### src/rtl/alu_serial_ctrl.sv
// Bit-serial ALU controller: feeds operands LSB-first through a 1-bit add/sub/and/or
// slice with a registered carry flop, and returns a parallel result with carry and zero flags.
module alu_serial_ctrl #(
    parameter int WIDTH = 8
) (
    input  logic             clk,
    input  logic             rst_n,
    input  logic             start_i,
    input  logic [WIDTH-1:0] a_i,
    input  logic [WIDTH-1:0] b_i,
    input  logic             s1_i,
    input  logic             s0_i,
    output logic             busy_o,
    output logic             done_o,
    output logic [WIDTH-1:0] r_o,
    output logic             c_o,
    output logic             z_o
);

    localparam int CW = $clog2(WIDTH + 1);

    localparam logic [1:0] OP_ADD = 2'b00;
    localparam logic [1:0] OP_SUB = 2'b01;
    localparam logic [1:0] OP_AND = 2'b10;
    localparam logic [1:0] OP_OR  = 2'b11;

    typedef enum logic [1:0] {
        ST_IDLE,
        ST_RUN,
        ST_DONE
    } state_t;

    state_t           state_q, state_d;
    logic [WIDTH-1:0] a_sh_q, a_sh_d;
    logic [WIDTH-1:0] b_sh_q, b_sh_d;
    logic [WIDTH-1:0] res_q, res_d;
    logic [1:0]       op_q, op_d;
    logic             cy_q, cy_d;
    logic [CW-1:0]    cnt_q, cnt_d;
    logic [WIDTH-1:0] r_q, r_d;
    logic             c_q, c_d;
    logic             z_q, z_d;

    logic bit_a, bit_b, sum_bit, carry_out, res_bit;

    always_ff @(posedge clk or negedge rst_n) begin
        if (!rst_n) begin
            state_q <= ST_IDLE;
            a_sh_q  <= '0;
            b_sh_q  <= '0;
            res_q   <= '0;
            op_q    <= '0;
            cy_q    <= 1'b0;
            cnt_q   <= '0;
            r_q     <= '0;
            c_q     <= 1'b0;
            z_q     <= 1'b0;
        end else begin
            state_q <= state_d;
            a_sh_q  <= a_sh_d;
            b_sh_q  <= b_sh_d;
            res_q   <= res_d;
            op_q    <= op_d;
            cy_q    <= cy_d;
            cnt_q   <= cnt_d;
            r_q     <= r_d;
            c_q     <= c_d;
            z_q     <= z_d;
        end
    end

    // Subtraction is A + ~B + 1: B is inverted here and the carry flop starts at 1.
    always_comb begin
        bit_a     = a_sh_q[0];
        bit_b     = b_sh_q[0] ^ (op_q == OP_SUB);
        sum_bit   = bit_a ^ bit_b ^ cy_q;
        carry_out = (bit_a & bit_b) | (bit_a & cy_q) | (bit_b & cy_q);
    end

    always_comb begin
        state_d = state_q;
        a_sh_d  = a_sh_q;
        b_sh_d  = b_sh_q;
        res_d   = res_q;
        op_d    = op_q;
        cy_d    = cy_q;
        cnt_d   = cnt_q;
        r_d     = r_q;
        c_d     = c_q;
        z_d     = z_q;
        res_bit = 1'b0;

        case (state_q)
            ST_IDLE: begin
                if (start_i) begin
                    a_sh_d  = a_i;
                    b_sh_d  = b_i;
                    op_d    = {s1_i, s0_i};
                    cy_d    = ({s1_i, s0_i} == OP_SUB);
                    cnt_d   = '0;
                    res_d   = '0;
                    state_d = ST_RUN;
                end
            end
            ST_RUN: begin
                case (op_q)
                    OP_ADD, OP_SUB: begin
                        res_bit = sum_bit;
                        cy_d    = carry_out;
                    end
                    OP_AND:  res_bit = a_sh_q[0] & b_sh_q[0];
                    default: res_bit = a_sh_q[0] | b_sh_q[0];
                endcase
                res_d  = {res_bit, res_q[WIDTH-1:1]};
                a_sh_d = a_sh_q >> 1;
                b_sh_d = b_sh_q >> 1;
                cnt_d  = cnt_q + CW'(1);
                // Final bit: publish the result so it is valid in the done cycle.
                if (cnt_q == CW'(WIDTH - 1)) begin
                    state_d = ST_DONE;
                    r_d     = res_d;
                    z_d     = (res_d == '0);
                    case (op_q)
                        OP_ADD:  c_d = cy_d;
                        OP_SUB:  c_d = ~cy_d;
                        default: c_d = 1'b0;
                    endcase
                end
            end
            ST_DONE: state_d = ST_IDLE;
            default: state_d = ST_IDLE;
        endcase
    end

    assign busy_o = (state_q != ST_IDLE);
    assign done_o = (state_q == ST_DONE);
    assign r_o    = r_q;
    assign c_o    = c_q;
    assign z_o    = z_q;

endmodule

### config.mk
export PLATFORM = sky130hd
export DESIGN_NAME = alu_serial_ctrl
export DESIGN_NICKNAME = d
export VERILOG_FILES = /design/src/rtl/alu_serial_ctrl.sv
export SDC_FILE = /design/constraint.sdc
export NUM_CORES = 1
export LEC_CHECK = 0
export ABC_AREA = 0
export CAP_MARGIN = 10
export CORE_AREA = 2 2 99 72
export CTS_CLUSTER_DIAMETER = 200
export DETAILED_ROUTE_END_ITERATION = 10
export DIE_AREA = 0 0 101 74
export GPL_TIMING_DRIVEN = 1
export SLEW_MARGIN = 30
export SYNTH_ARGS = -nofsm -noshare
export SYNTH_HDL_FRONTEND = slang
export SYNTH_SLANG_ARGS = --single-unit
### constraint.sdc
create_clock -name clk -period 2.5 [get_ports clk]
set_input_delay 0.5 -clock clk [delete_from_list [all_inputs] [get_ports clk]]
set_output_delay 0.5 -clock clk [all_outputs]
set_load 0.02 [all_outputs]
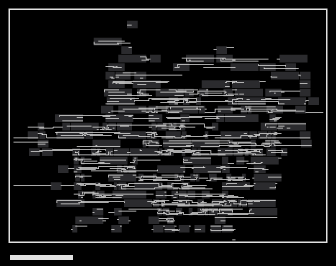
met1.png
The bar under the picture is 20 um long. Cells faint in the background.
nets with wire on the layer: 204
share of all routed wire: 53%
main direction: horizontal
longest straight run: 22.1 um
wire length on this layer: 2,200 um

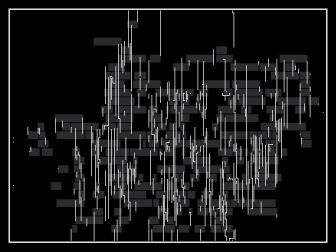
met2.png
Cells faint in the background.
wire length on this layer: 1,770 um
share of all routed wire: 42%
longest straight run: 38.1 um
nets with wire on the layer: 183
main direction: vertical

==> flow_metrics.py <==
# Metrics from the implementation run
metrics = {
    "run_status": {
        "status": "finished clean",
    },
    "yosys": {
        "muxShareOfSynthArea_pct": 9.23,
        "ys_types": 33,
        "logic_family": "AND-OR/OR-AND gates",
        "synth_flops": 42,
    },
    "power_and_ir_drop": {
        "pwr-share-clk_pct": 23.5,
        "power.total_uw": 2800,
        "powerDensity_mw_per_mm2": 1130,
        "leakagePower_uw": 0.00107,
        "vdd_drop_max_mv": 0.310,
        "comb_power_share_pct": 36.6,
    },
    "sta": {
        "finalHoldViolCount": 0,
        "final-max-slew-violation-count": 0,
        "period_needed_ps": 2010,
        "fmax_ghz": 0.497,
    },
    "clocking": {
        "postCtsResizedCells": 0,
        "clock_latency_ps": 290,
        "h-tree-depth": 2,
        "cts_setup_buffers": 0,
        "clock_tree.buffer_depth": 2,
        "clkSinkCount": 42,
        "cts_made_buffers": 5,
    },
    "die": {
        "fp.dieH_um": 74,
        "core_region_area_mm2": 0.00657,
        "rows": 25,
        "dieArea_mm2": 0.00747,
        "io_pins": 33,
    },
    "routing": {
        "num_vias": 1370,
        "wire_per_inst_um": 14.7,
    },
    "layout": {
        "n_antenna_cell": 0,
        "most-common-layout-cells": "dfrtp_1, clkdlybuf4s50_1, o21ai_0",
        "lay_top_count": "dfrtp_1",
    },
    "worst_hold_path": {
        "hp-class": "in -> async",
    },
    "worst_setup_path": {
        "crit_family": "buffers and inverters",
        "cpPeakStageDelay_ps": 540,
        "worst-path-buf-inv": 1,
        "cp_slowest_cell": "clkdlybuf4s50_1",
    },
    "global_routing": {
        "grt_overflow": 0,
    },
}
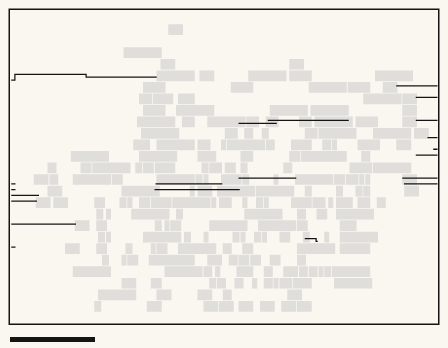
met3.png
The bar under the picture is 20 um long. Cells faint in the background.
wire length on this layer: 187 um
nets with wire on the layer: 19
longest straight run: 19.8 um
share of all routed wire: 4.5%
main direction: horizontal

==> layer usage <==
layer	vias up	wire (um)	track usage, %
li1	670	-	-
met1	671	2200	17.7
met2	27	1770	18.4
met3	2	186	3.57
met4	0	25	3.15
met5	-	0	0
==> flip-flops by register name (all words and copies together) (netlist names) <==
register and cells:
a_sh_q 8, b_sh_q 8, r_o 8, res_q 7, cnt_q 4, op_q 2, state_q 2, c_o 1
cy_q 1, z_o 1
==> layout make-up <==
cell class,count,area [um^2],area share [%]
clock buffers,6,82.6,3.34
clock inverters,2,60.1,2.43
inverters,6,22.5,0.912
multi-input cells,106,762,30.9
flip-flops and latches,42,1050,42.6
well taps,81,101,4.10
repair buffers,42,390,15.8
==> Yosys cell counts <==
master	number	area (um^2)
nand4_1	1	6.26
mux2i_1	1	10.0
nor2b_1	3	18.8
nor3b_1	2	15.0
a32oi_1	1	8.76
and2_1	5	31.3
fa_1	1	20.0
nor2_1	2	7.51
a31oi_1	5	31.3
nand2_1	17	63.8
dfrtp_1	42	1050
nor4_1	1	6.26
nand2b_1	1	6.26
ha_1	1	12.5
nand3_1	1	5.00
a22oi_1	9	67.6
o21ai_0	18	90.1
o21bai_2	1	11.3
and2_4	1	8.76
buf_12	1	20.0
mux2_4	8	120
a22o_1	10	87.6
xnor2_1	2	17.5
buf_2	7	35.0
nor3_1	1	5.00
o22ai_1	3	18.8
and3b_1	1	8.76
mux2_2	4	45.0
or2_2	1	6.26
inv_1	6	22.5
a21oi_1	4	20.0
nor3b_2	1	12.5
clkbuf_1	2	7.51
==> power groups by stage <==
stage,Clock (uW),Sequential [uW],Combinational (uW)
floorplan,0,1160,628
global placement,0,1130,999
detailed placement,0,1130,1030
CTS,670,1120,1040
global route,700,1160,1140
finish,657,1120,1020
==> worst paths after layout <==
path,endpoint,cells after the start,start
min in group clk,b_sh_q[5],2,b_sh_q[5]
min,a_sh_q[6],1,rst_n
max reg2reg,r_o[7],6,op_q[1]
max in group asynchronous,b_sh_q[7],2,rst_n
max,busy_o,2,state_q[1]
min reg2reg,b_sh_q[5],2,b_sh_q[5]
==> stage by stage <==
stage	utilization (%)	setup slack, ps	instance area, um^2	cells
floorplan	-	833	1900	164
global placement	35.4	700	2330	277
detailed placement	35.4	669	2330	277
CTS	37.6	473	2470	285
global route	37.6	422	2470	285
finish	37.6	489	2470	285
==> logic make-up after synthesis <==
logic type                 Yosys count
and+or+nand+nor                     38
adders and majority gates            2
muxes                               13
DFF                                 42
buffers and inverters               16
xor gates and xnor gates             2
AOI/OAI and AO/OA                   51
No activity file was given, so power comes from the tool's default toggle rates.
